==> config.mk <==
export PLATFORM = sky130hd
export DESIGN_NAME = timer_countdown
export DESIGN_NICKNAME = d
export VERILOG_FILES = /design/src/rtl/timer_pkg.sv /design/src/rtl/bcd_down_digit.sv /design/src/rtl/timer_countdown.sv
export SDC_FILE = /design/constraint.sdc
export NUM_CORES = 1
export LEC_CHECK = 0
export ABC_AREA = 1
export ABC_CLOCK_PERIOD_IN_PS = 2500
export CAP_MARGIN = 20
export CORE_UTILIZATION = 52
export DETAILED_ROUTE_END_ITERATION = 10
export GPL_ROUTABILITY_DRIVEN = 0
export PLACE_DENSITY = 0.82
export SETUP_SLACK_MARGIN = 0.05
export SYNTH_ARGS = -nofsm -noshare
export SYNTH_HDL_FRONTEND = slang
export SYNTH_SLANG_ARGS = --single-unit
==> constraint.sdc <==
create_clock -name clk -period 2.5 [get_ports clk]
set_clock_uncertainty 0.15 [all_clocks]
set_input_delay 0.25 -clock clk [delete_from_list [all_inputs] [get_ports clk]]
set_output_delay 0.25 -clock clk [all_outputs]
set_load 0.005 [all_outputs]
Run 1, I/O nets highlighted:
Scale: 6 px per um.
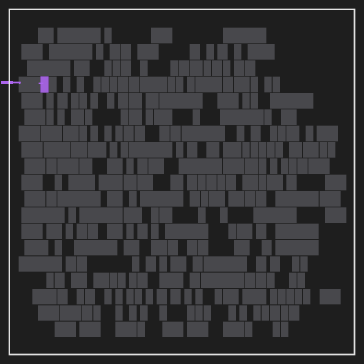
- purple: `pgt_1hz` (bits 1; direction input; edge left; end cells 1; buffers 1; wire 2.00 um)
I/O pin count: 28
port buffer count: 27

Run 1, pin map:
Scale: 4 px per um. Pins as bars across the die edge, other pins in grey.
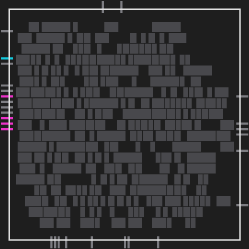
- magenta: `sec_ones` (pins 4; direction output; edge left)
- cyan: `pgt_1hz` (pins 1; direction input; edge left)
width of the chip: 57.3 um
Die Height: 57.3 um

Run 1, sequential cells coloured by netlist name:
Scale: 4 px per um. Other sequential cells in the stronger grey, the rest of the logic in the fainter grey.
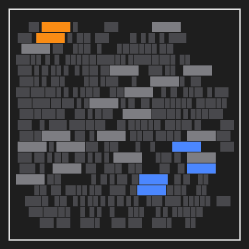
- blue: `min_ones` (placed flops 4)
- orange: `state_q` (placed flops 2)
Storage cell area: 460 um^2
sequential cell area share: 0.237
Flop+latch power: 0.000498 W

Run 1, metal layers overlaid:
Scale: 6 px per um.
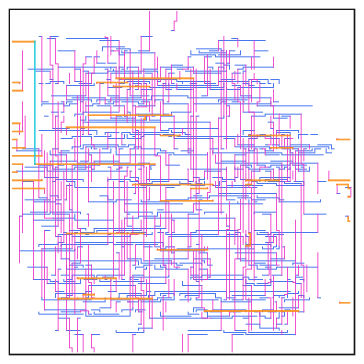
- magenta: metal 2 (wire length 1800 um)
- blue: metal 1 (wire length 1870 um)
- cyan: metal 4 (wire length 20.4 um)
- orange: metal 3 (wire length 222 um)
final routed wirelength across all metal layers: 3920 um
wire per inst: 12.6 um
routed via count: 1723
aggregate global-route resource usage: 0.263

==> results.txt <==
Implementation run completed; key figures follow.

Drt:
- The run gives the number of search-and-repair iterations in the first detailed-routing pass as 7.
- The run puts the per-cell via count in the routed design at 5.56.
- Once detail routing completed, the nets flagged for antenna violations numbered 0.
- The run gives the DRC marker count from the first detailed-route iteration as 117.
- The run gives the detailed-route DRC error count as 2.

Cells and area:
- The run gives the number of nets in the layout as 291.
- The run gives the area growth from synthesis to layout as 22.4%.
- In the final layout, the share of cells above drive strength 1 is 0.115.
- The run gives the number of antenna cells inserted as 0.
- After routing the design area is 1950 um^2.
- The run puts the end-of-flow core utilization at 0.688.
- The library cells used most frequently in the layout, excluding fill and tap cells, are sky130_fd_sc_hd__nand2_1 (59), sky130_fd_sc_hd__nor2_1 (29), sky130_fd_sc_hd__inv_1 (27), sky130_fd_sc_hd__clkdlybuf4s50_1 (27), sky130_fd_sc_hd__dfxtp_1 (23).
- Per the cell usage report, the commonest logic cell in the layout is sky130_fd_sc_hd__nand2_1.
- The run puts the filler-free cell count of the finished design at 310.

CTS:
- The run puts the insertion delay of the later-clocked pin in the worst-skew pair at 320 ps.
- The clock net in this run drives a total of 23 sinks.
- TritonCTS built the clock tree.
- The run puts the number of hold-repair buffers added at the cts stage at 0.
- The run gives the number of buffers created by CTS as 3.
- The run gives the maximum number of buffers from clock root to sink as 2.
- The tree is rooted in a sky130_fd_sc_hd__clkbuf_4.
- The run puts the number of levels in the clock H-tree at 1.
- In the CTS report, the clock slew at the register clock pins of the worst setup and hold paths is listed as 140 ps.

Outcome:
- The final reports fail on design-rule violations.
- The flow ran to the end, but the final reports show violations.

Floorplan:
- The initialized floorplan defines 19 standard-cell rows.
- The run gives the overall chip area as 3280 um^2.
- The run puts the core box area at 2830 um^2.
- The run puts the starting density of the core at 0.562.

Setup path:
- The run gives the critical path required time as 2100 ps.
- The run gives the capturing element type of the critical path as a primary output.
- The run puts the data arrival at the endpoint of the critical path at 1920 ps.
- Per the timing report, the biggest fanout along the worst path comes to 8.
- The run gives the cell type of the slowest stage on the worst timing path as sky130_fd_sc_hd__clkdlybuf4s50_1.
- The timing report shows the most common cell along the critical path to be sky130_fd_sc_hd__nor2_4.
- The worst register-to-register path has a setup slack of 330 ps.
- The run puts the critical path depth at 6.
- The run gives the critical path's top delay family as simple AND/OR/NAND/NOR gates.
- The cell sequence reported for the critical path is nor2_4, nand2_4, nor2_4, nand4_1, inv_1, clkdlybuf4s50_1.
- The run gives the number of buffer and inverter instances along the worst setup path as 2.
- The run gives the worst reg2reg path depth as 11.
- The run gives the startpoint type of the worst setup path as a flip-flop.
- The longest incremental delay of any stage on the critical path is reported as 490 ps.
- The run gives the type of the worst setup path as reg -> out.

Logic synthesis:
- The run puts the share of synthesized cell area in full adder, half adder and majority cells at 0.0157.
- The run gives the largest family of logic cells by area as simple AND/OR/NAND/NOR gates.
- The run gives the post-synth net total as 258.
- Warnings reported by Yosys during synthesis add up to 0.
- The run gives the share of flip-flops with an asynchronous set or reset after synthesis as 0.
- By area the synthesized netlist is led by sky130_fd_sc_hd__dfxtp_1 (29%), sky130_fd_sc_hd__nand2_1 (14%), sky130_fd_sc_hd__nor2_1 (6.8%), sky130_fd_sc_hd__inv_1 (6.4%), sky130_fd_sc_hd__a21oi_1 (6.0%).
- The chip area line in the Yosys stat output reads 1590 um^2.
- After synthesis the cells add up to 1590 um^2.
- The run puts the number of synthesized register bits at 23.
- The run puts the share of the synthesized area in the top cell type at 0.290.
- The run gives the per-instance average area after synthesis as 6.44 um^2.
- The run gives the most frequent cell after synthesis as sky130_fd_sc_hd__nand2_1.
- The run gives the register area share after synthesis as 0.290.
- The run gives the multiplexer fraction of the synthesized cell area as 0.00629.
- For reference, the top cells by count after synthesis are sky130_fd_sc_hd__nand2_1 (59), sky130_fd_sc_hd__nor2_1 (29), sky130_fd_sc_hd__inv_1 (27).
- The biggest area contributor in the post-synthesis netlist is sky130_fd_sc_hd__dfxtp_1.
- The run gives the XOR/XNOR share of the synthesized area as 0.00551.
- The run puts the post-synthesis cell count at 247.
- Counting flops with a built-in enable in the synthesized netlist gives 0.
- The run puts the unique cell type count in the Yosys netlist at 35.
- The run puts the simple logic cell fraction of the synthesized area at 0.367.
- The run gives the flip-flop cell with the highest count after synthesis as sky130_fd_sc_hd__dfxtp_1.
- The cell-mix breakdown from Yosys lists the compound-gate area share as 0.218.
- Per the Yosys statistics, synthesis produced 247 cells.

Timing:
- Per the final report, max-transition violations number 0.
- The run puts the final number of setup-violating endpoints at 0.
- In the final report, the number of hold violations comes to 0.
- For the pin with the worst max-slew slack, the measured transition is 488 ps.
- The run gives the time the worst path needs with I/O delays and setup as 2320 ps.
- The run gives the fmax as 430 MHz.
- The run puts the worst-case setup margin in the final layout at 175 ps.
- The run gives the headroom to the max-slew limit as 0.675.
- The run gives the period utilization as 0.930.
- The run gives the setup TNS after final layout as 0 ps.
- Hold timing on the final database bottoms out at a slack of 306 ps.
- Setup repair after global routing could not meet its margin everywhere.

Worst hold path:
- The path class of the tightest hold or removal check is in -> reg.
- The run gives the hold path depth as 3.

Run:
- The run puts the max-capacitance violation count at 0.
- The logs give a warning total of 28.

Pwr:
- The design draws 0.00151 W.
- The run puts the power density over cell area at 777 nW/um^2.
- Summed over all cells, the static leakage comes to 0.866 nW.
- The run gives the worst IR drop on VDD as 0.000457 V.

GRT:
- The run gives the pin count of the biggest net entering global routing as 26.
- The run puts the wire length of the first global-routing pass at 6780 um.
- The run puts the number of global-route vias before repair at 1504.
- The run puts the sum of overflow across all layers after global routing at 0.
- The run puts the initial antenna violation count at 0.

Placed design:
- The run puts the HPWL reported at the end of detailed placement at 2900 um.
- The run puts the total cell area at the placement stage at 1910 um^2.
- The run puts the instance count after placement with tap cells included at 305.
- The run gives the post-placement worst setup slack as 273 ps.
## run 1: final cells by class
class / count / area [um^2]
repair buffers: 35 / 330
fillers: 254 / 882
flip-flops and latches: 23 / 460
well taps: 31 / 38.8
multi-input cells: 187 / 975
clock inverters: 1 / 5.00
clock buffers: 3 / 22.5
inverters: 30 / 115
## run 1: worst register-to-register path: stages (launching register included)
cell and delay (ps):
sky130_fd_sc_hd__dfxtp_1 410, sky130_fd_sc_hd__nor2_4 170, sky130_fd_sc_hd__nand2_4 110, sky130_fd_sc_hd__nor2_4 210
sky130_fd_sc_hd__nand4_1 140, sky130_fd_sc_hd__buf_4 170, sky130_fd_sc_hd__nand2_1 100, sky130_fd_sc_hd__o21ai_2 70
sky130_fd_sc_hd__nand2_2 160, sky130_fd_sc_hd__inv_4 130, sky130_fd_sc_hd__o21ai_0 190, sky130_fd_sc_hd__a21oi_1 60
## run 1: routing by layer
metal,track usage,wire (um),vias up
met2,0.424,1800,63
li1,-,-,888
met5,0,0,-
met4,0.0557,20,0
met1,0.374,1870,770
met3,0.0408,222,2
## run 1: kinds of logic after synthesis
kind of cell,count (synthesis)
XOR/XNOR,1
AND/OR/NAND/NOR,125
buffers and inverters,37
flip-flops,23
multiplexers,1
adder cells (fa/ha/maj),2
AND-OR/OR-AND,58
## run 1: what timing repair did
item	CTS	global route
hold endpoints to repair	0	0
buffers inserted	0	1
gates resized	0	2
endpoints found under the setup margin	0	2
## run 1: power by group
part	switching, W	internal, W
combinational	0.000484	0.000351
clock	0.000120	0.0000600
sequential	0.0000758	0.000422
Power is estimated from default activity; no workload was simulated.
